<file path="src/rtl/outport_sched_pkg.sv">
// Shared types and helpers for the per-output-port scheduler: FSM encoding,
// port count and round-robin pointer arithmetic.
package outport_sched_pkg;

    localparam int NPORT = 5;

    typedef enum logic {
        OS_IDLE = 1'b0,
        OS_LOCK = 1'b1
    } os_state_t;

    // Pointer advance modulo the five input channels.
    function automatic logic [2:0] next_ptr(input logic [2:0] idx);
        return (idx == 3'd4) ? 3'd0 : idx + 3'd1;
    endfunction

    function automatic logic [2:0] onehot_idx(input logic [4:0] oh);
        logic [2:0] r;
        r = '0;
        for (int i = 0; i < NPORT; i++) begin
            if (oh[i]) r = 3'(i);
        end
        return r;
    endfunction

endpackage

</file>
<file path="src/rtl/outport_sched_if.sv">
// Request/grant/credit bundle between the router input side (master) and one
// output-port scheduler (slave).
interface outport_sched_if #(
    parameter int CRDW = 3
) ();

    logic [4:0]      req;
    logic [4:0]      pri;
    logic [4:0]      tail;
    logic            crd_ret;
    logic [4:0]      grt;
    logic [4:0]      sel;
    logic            fwd;
    logic [CRDW-1:0] crd_cnt;
    logic            busy;
    logic            crd_err;

    modport master (
        output req, pri, tail, crd_ret,
        input  grt, sel, fwd, crd_cnt, busy, crd_err
    );

    modport slave (
        input  req, pri, tail, crd_ret,
        output grt, sel, fwd, crd_cnt, busy, crd_err
    );

endinterface

</file>
<file path="src/rtl/outport_sched_rr_pick5.sv">
// Five-way round-robin picker: first set bit of elig starting at ptr, wrapping
// modulo 5. Purely combinational.
module rr_pick5 (
    input  logic [4:0] elig,
    input  logic [2:0] ptr,
    output logic [4:0] onehot,
    output logic [2:0] idx
);

    logic       found;
    logic [3:0] pos;

    always_comb begin
        onehot = '0;
        idx    = '0;
        found  = 1'b0;
        pos    = '0;
        for (int k = 0; k < 5; k++) begin
            pos = 4'(ptr) + 4'(k);
            if (pos >= 4'd5) pos = pos - 4'd5;
            if (!found && elig[pos[2:0]]) begin
                found            = 1'b1;
                onehot[pos[2:0]] = 1'b1;
                idx              = pos[2:0];
            end
        end
    end

endmodule

</file>
<file path="src/rtl/outport_sched.sv">
// Output-port scheduler: round-robin with priority class in IDLE, wormhole lock
// from head to tail, every flit gated on the downstream credit counter.
module outport_sched
    import outport_sched_pkg::*;
#(
    parameter int PORTID  = 0,
    parameter int CREDITS = 4,
    parameter int CRDW    = 3
) (
    input  logic           clk,
    input  logic           rst_,
    outport_sched_if.slave bus
);

    if (PORTID < 0 || PORTID >= NPORT) begin : g_bad_portid
        $error("outport_sched: PORTID out of range");
    end
    if (CREDITS < 1 || CREDITS >= (1 << CRDW)) begin : g_bad_credits
        $error("outport_sched: CREDITS must be in 1..2**CRDW-1");
    end

    os_state_t       state;
    logic [4:0]      lock;
    logic [2:0]      rr_ptr;
    logic [4:0]      sel_p1;
    logic [CRDW-1:0] crd_cnt;
    logic            crd_err;

    logic [4:0] prio, elig, win_oh, grt_p0;
    logic [2:0] win_idx;
    logic       can_send, fwd_p0;

    assign prio     = bus.req & bus.pri;
    assign elig     = (|prio) ? prio : bus.req;
    assign can_send = (crd_cnt != '0);

    rr_pick5 u_pick (
        .elig   (elig),
        .ptr    (rr_ptr),
        .onehot (win_oh),
        .idx    (win_idx)
    );

    // Grant is suppressed while reset is asserted so a half-sent packet cannot
    // leak a flit in the reset cycle.
    always_comb begin
        grt_p0 = '0;
        if (rst_ && can_send) begin
            if (state == OS_IDLE)          grt_p0 = win_oh;
            else if (|(bus.req & lock))    grt_p0 = lock;
        end
    end

    assign fwd_p0 = |grt_p0;

    // ---- p0 -> p1: FSM, lock, round-robin pointer, mux select, credits ----
    always_ff @(posedge clk) begin
        if (!rst_) begin
            state   <= OS_IDLE;
            lock    <= '0;
            rr_ptr  <= '0;
            sel_p1  <= '0;
            crd_cnt <= CRDW'(CREDITS);
            crd_err <= 1'b0;
        end else begin
            sel_p1 <= grt_p0;
            case (state)
                OS_IDLE: begin
                    if (fwd_p0) begin
                        if (|(bus.tail & win_oh)) begin
                            rr_ptr <= next_ptr(win_idx);
                        end else begin
                            state <= OS_LOCK;
                            lock  <= win_oh;
                        end
                    end
                end
                OS_LOCK: begin
                    if (fwd_p0 && |(bus.tail & lock)) begin
                        state  <= OS_IDLE;
                        lock   <= '0;
                        rr_ptr <= next_ptr(onehot_idx(lock));
                    end
                end
                default: state <= OS_IDLE;
            endcase

            if (fwd_p0 && !bus.crd_ret) begin
                crd_cnt <= crd_cnt - CRDW'(1);
            end else if (!fwd_p0 && bus.crd_ret) begin
                // A return with the buffer already fully credited is a
                // downstream protocol error: hold the count, flag it.
                if (crd_cnt == CRDW'(CREDITS)) crd_err <= 1'b1;
                else                           crd_cnt <= crd_cnt + CRDW'(1);
            end
        end
    end

    assign bus.grt     = grt_p0;
    assign bus.fwd     = fwd_p0;
    assign bus.sel     = sel_p1;
    assign bus.crd_cnt = crd_cnt;
    assign bus.busy    = (state == OS_LOCK);
    assign bus.crd_err = crd_err;

endmodule

</file>
<file path="src/flat_wrapper.sv">
// flat-port wrapper written by rule: the top's interface ports become plain ports
module outport_sched_flat import outport_sched_pkg::*;
#(
    parameter int PORTID  = 0,
    parameter int CREDITS = 4,
    parameter int CRDW    = 3
)
  (clk, rst_, bus_req, bus_pri, bus_tail, bus_crd_ret, bus_grt, bus_sel, bus_fwd, bus_crd_cnt, bus_busy, bus_crd_err);
  outport_sched_if #(.CRDW(CRDW)) bus_i ();
  input  logic clk;
  input  logic rst_;
  input wire logic [$bits(bus_i.req)-1:0] bus_req;
  input wire logic [$bits(bus_i.pri)-1:0] bus_pri;
  input wire logic [$bits(bus_i.tail)-1:0] bus_tail;
  input wire logic [$bits(bus_i.crd_ret)-1:0] bus_crd_ret;
  output wire logic [$bits(bus_i.grt)-1:0] bus_grt;
  output wire logic [$bits(bus_i.sel)-1:0] bus_sel;
  output wire logic [$bits(bus_i.fwd)-1:0] bus_fwd;
  output wire logic [$bits(bus_i.crd_cnt)-1:0] bus_crd_cnt;
  output wire logic [$bits(bus_i.busy)-1:0] bus_busy;
  output wire logic [$bits(bus_i.crd_err)-1:0] bus_crd_err;
  assign bus_i.req = bus_req;
  assign bus_i.pri = bus_pri;
  assign bus_i.tail = bus_tail;
  assign bus_i.crd_ret = bus_crd_ret;
  assign bus_grt = bus_i.grt;
  assign bus_sel = bus_i.sel;
  assign bus_fwd = bus_i.fwd;
  assign bus_crd_cnt = bus_i.crd_cnt;
  assign bus_busy = bus_i.busy;
  assign bus_crd_err = bus_i.crd_err;
  outport_sched #(.PORTID(PORTID), .CREDITS(CREDITS), .CRDW(CRDW)) u_core (.clk(clk), .rst_(rst_), .bus(bus_i));
endmodule
</file>
<file path="config.mk">
export PLATFORM = sky130hd
export DESIGN_NAME = outport_sched_flat
export DESIGN_NICKNAME = d
export VERILOG_FILES = /design/src/rtl/outport_sched_pkg.sv /design/src/rtl/outport_sched_if.sv /design/src/rtl/outport_sched_rr_pick5.sv /design/src/rtl/outport_sched.sv /design/src/flat_wrapper.sv
export SDC_FILE = /design/constraint.sdc
export NUM_CORES = 1
export LEC_CHECK = 0
export CORE_ASPECT_RATIO = 0.75
export CORE_MARGIN = 3
export CORE_UTILIZATION = 30
export CTS_BUF_LIST = sky130_fd_sc_hd__clkbuf_16
export CTS_CLUSTER_SIZE = 8
export DETAILED_ROUTE_END_ITERATION = 6
export PLACE_DENSITY_LB_ADDON = 0.1
export SETUP_SLACK_MARGIN = 0.4
export SKIP_LAST_GASP = 1
export SYNTH_ARGS = -nofsm -noshare
export SYNTH_HDL_FRONTEND = slang
export SYNTH_SLANG_ARGS = --single-unit
</file>
<file path="constraint.sdc">
create_clock -name clk -period 5 [get_ports clk]
set_clock_uncertainty 0.15 [all_clocks]
set_input_delay 1.25 -clock clk [delete_from_list [all_inputs] [get_ports clk]]
set_output_delay 1.25 -clock clk [all_outputs]
set_load 0.05 [all_outputs]
</file>
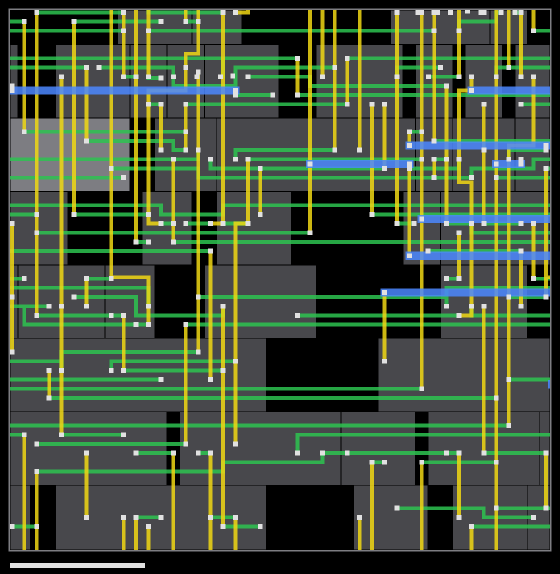
**Above:** layout detail.
Scale bar: 5 microns. Region (48, 52) to (68, 72) microns. Cells in gray, sequential cells in the stronger gray; small squares are vias.
color	layer
yellow	metal 2
blue	metal 3
green	metal 1
netlist names of flops here include	u_core.lock (1)
cells with their middle in the window	30
most frequent	buf_4 (6), nand2_1 (3)
sequential cells in the window	1

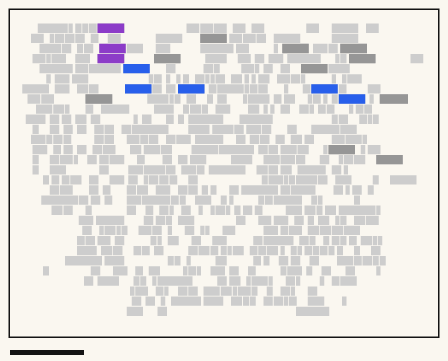
**Above:** register map, names as in the netlist.
Scale bar: 20 microns.
color	netlist name	sequential cells
blue	u_core.lock	5
purple	u_core.bus.crd_cnt	3
not colored	10

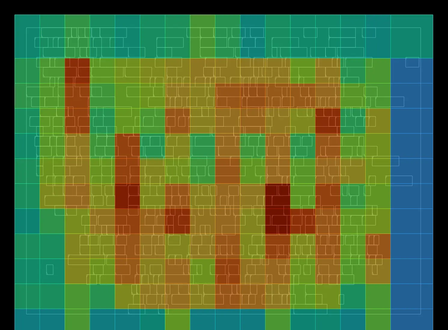
**Above:** routing congestion.
GR Layer Usage met1: 0.331
global-route met2 utilization: 0.307
final core occ: 0.538

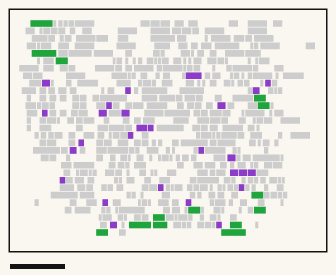
**Above:** gate-type map.
Scale bar: 20 microns.
color	family	cells
green	fa/ha/maj cells	14
purple	and/or cells	27

==> impl_metrics.json <==
{
  "viasPerCell": 5.65,
  "dr.pass1.iters": 6,
  "io_pins": 34,
  "worstSetupStartpoint": "bus_pri[0]",
  "critPathKind": "in2out",
  "startpoint_type": "input pin",
  "enable_flop_cells": 0,
  "dominant_cells": "logic gates",
  "fin_cells": 605,
  "regArea_sq_um": 362,
  "ys_sh_mux": 0.0462,
  "ys_cells": 363,
  "hold_slack_ns": 0.364,
  "ys_sh_aoi": 0.399,
  "seq_share": 0.0785,
  "max_cap_violations": 0,
  "worstHoldEndpoint": "u_core.bus.crd_err",
  "synthCells": 363,
  "pre_cts_slack_ns": -0.631,
  "r2r_cells": 24,
  "synth.top_cells.by_area": "dfxtp_1 (13%), ha_1 (5.6%), nand2_1 (5.6%), a21oi_1 (5.2%), mux2i_1 (3.4%)",
  "antenna_found_initial": 0,
  "die-width_microns": 115,
  "grt_pass1_vias": 3199,
  "arrival_ns": 3.79,
  "rows": 29,
  "overflow": 0,
  "ff_count": 18,
  "warnings": 36,
  "num-nets-final": 531,
  "wl_per_cell_microns": 17.7,
  "status": "finished with violations",
  "diodes": 0,
  "grt_setup_unrepaired": "true",
  "top_area_frac": 0.134,
  "clkCellAreaFrac": 0.0163,
  "maxSlewViolCount": 0,
  "fp.dieArea_sq_mm": 0.0101,
  "final_hold_viol_count": 0,
  "path_clk_slew_ns": 0.05,
  "grt_max_degree": 28,
  "cts_root_buffer": "clkbuf_16",
  "violations": "setup timing",
  "syn_area_sq_mm": 0.00268,
  "layout_setup_ws_ns": -0.189,
  "grt_pass1_wl_mm": 16.9,
  "ys_ff": 18,
  "endpoint_kind": "primary output",
  "ys_seq_share": 0.134,
  "synthDistinctLibCells": 80,
  "layout_min_cycle_time_ns": 5.19,
  "nFillCells": 801,
  "syn_nets": 395,
  "remaining_drc_errors": 0,
  "cts_inserted_buffers": 3,
  "setup_viol": 7,
  "finalClockPeriodUsage": 1.04,
  "synth-xor-area-share": 0.0224,
  "clock-sinks": 18,
  "core_sq_mm": 0.00856,
  "num_tap_cells": 108,
  "place_area_sq_mm": 0.00389,
  "track_usage": 0.209
}
flip-flops by register name, summed over array words and instances (netlist names):
| register | count |
|---|---|
| u_core.bus.sel | 5 |
| u_core.bus.crd_err | 1 |
| u_core.bus.busy | 1 |
| u_core.rr_ptr | 3 |
| u_core.bus.crd_cnt | 3 |
| u_core.lock | 5 |
cell usage after synthesis (all sizes together), types with 4 or more instances:
| cell type | n |
|---|---|
| o31ai | 6 |
| xnor2 | 4 |
| o32ai | 4 |
| nand2 | 40 |
| o21ai | 22 |
| o22ai | 7 |
| a31oi | 13 |
| a22oi | 4 |
| dfxtp | 18 |
| nor2b | 6 |
| inv | 23 |
| nand3 | 7 |
| ha | 12 |
| a21oi | 28 |
| mux2i | 9 |
| buf | 11 |
| o211ai | 6 |
| and2 | 6 |
| nor2 | 22 |
| clkbuf | 5 |
| nor3 | 11 |
| or2 | 6 |
| or3 | 5 |
| nand2b | 9 |
repair_timing:
item	in CTS	in global routing
hold buffers	0	0
resized	92	42
buffers inserted	18	11
setup endpoints to repair	18	11
endpoints found under the hold margin	0	0
pin swaps	30	27
layout by cell type (no fill, tap or decap), types with 3 or more instances in the layout:
| master | n |
|---|---|
| o22ai_1 | 7 |
| nand2_1 | 33 |
| buf_6 | 16 |
| buf_12 | 8 |
| clkdlybuf4s50_1 | 17 |
| o211ai_1 | 4 |
| nor3_1 | 7 |
| buf_4 | 99 |
| nand2_2 | 4 |
| buf_2 | 6 |
| a211o_1 | 3 |
| nor2_1 | 19 |
| a31oi_2 | 4 |
| xnor2_1 | 4 |
| nand3_1 | 6 |
| o32ai_1 | 3 |
| a21oi_1 | 22 |
| dfxtp_1 | 17 |
| o31ai_2 | 3 |
| o21ai_0 | 16 |
| mux2i_1 | 8 |
| ha_1 | 9 |
| a222oi_1 | 3 |
| a21o_1 | 3 |
| nand2_4 | 3 |
| or3_1 | 4 |
| clkbuf_16 | 3 |
| nand2b_1 | 9 |
| nor2b_1 | 6 |
| or2_2 | 4 |
| inv_1 | 21 |
| nand3b_1 | 3 |
| a31oi_1 | 4 |
| o21ai_1 | 3 |
| a21oi_2 | 4 |
| and2_1 | 3 |
| a31oi_4 | 5 |
| and4_1 | 3 |
metal layers:
metal,GRT usage,vias to the layer above,share of wire
met2,0.307,109,0.44
met4,0.0267,0,0.0024
li1,-,1653,-
met3,0.0242,4,0.057
met5,0,-,0
met1,0.331,1655,0.50
critical path, stage by stage:
cell and delay, ns:
buf_2 0.11, buf_4 0.13, and2_4 0.14, a41o_1 0.24
nand3_2 0.08, o21ai_2 0.06, o32ai_2 0.27, or3b_1 0.38
buf_6 0.14, buf_6 0.11, a2bb2oi_4 0.18, a311oi_4 0.36
nor3_4 0.10, inv_4 0.08, buf_12 0.13
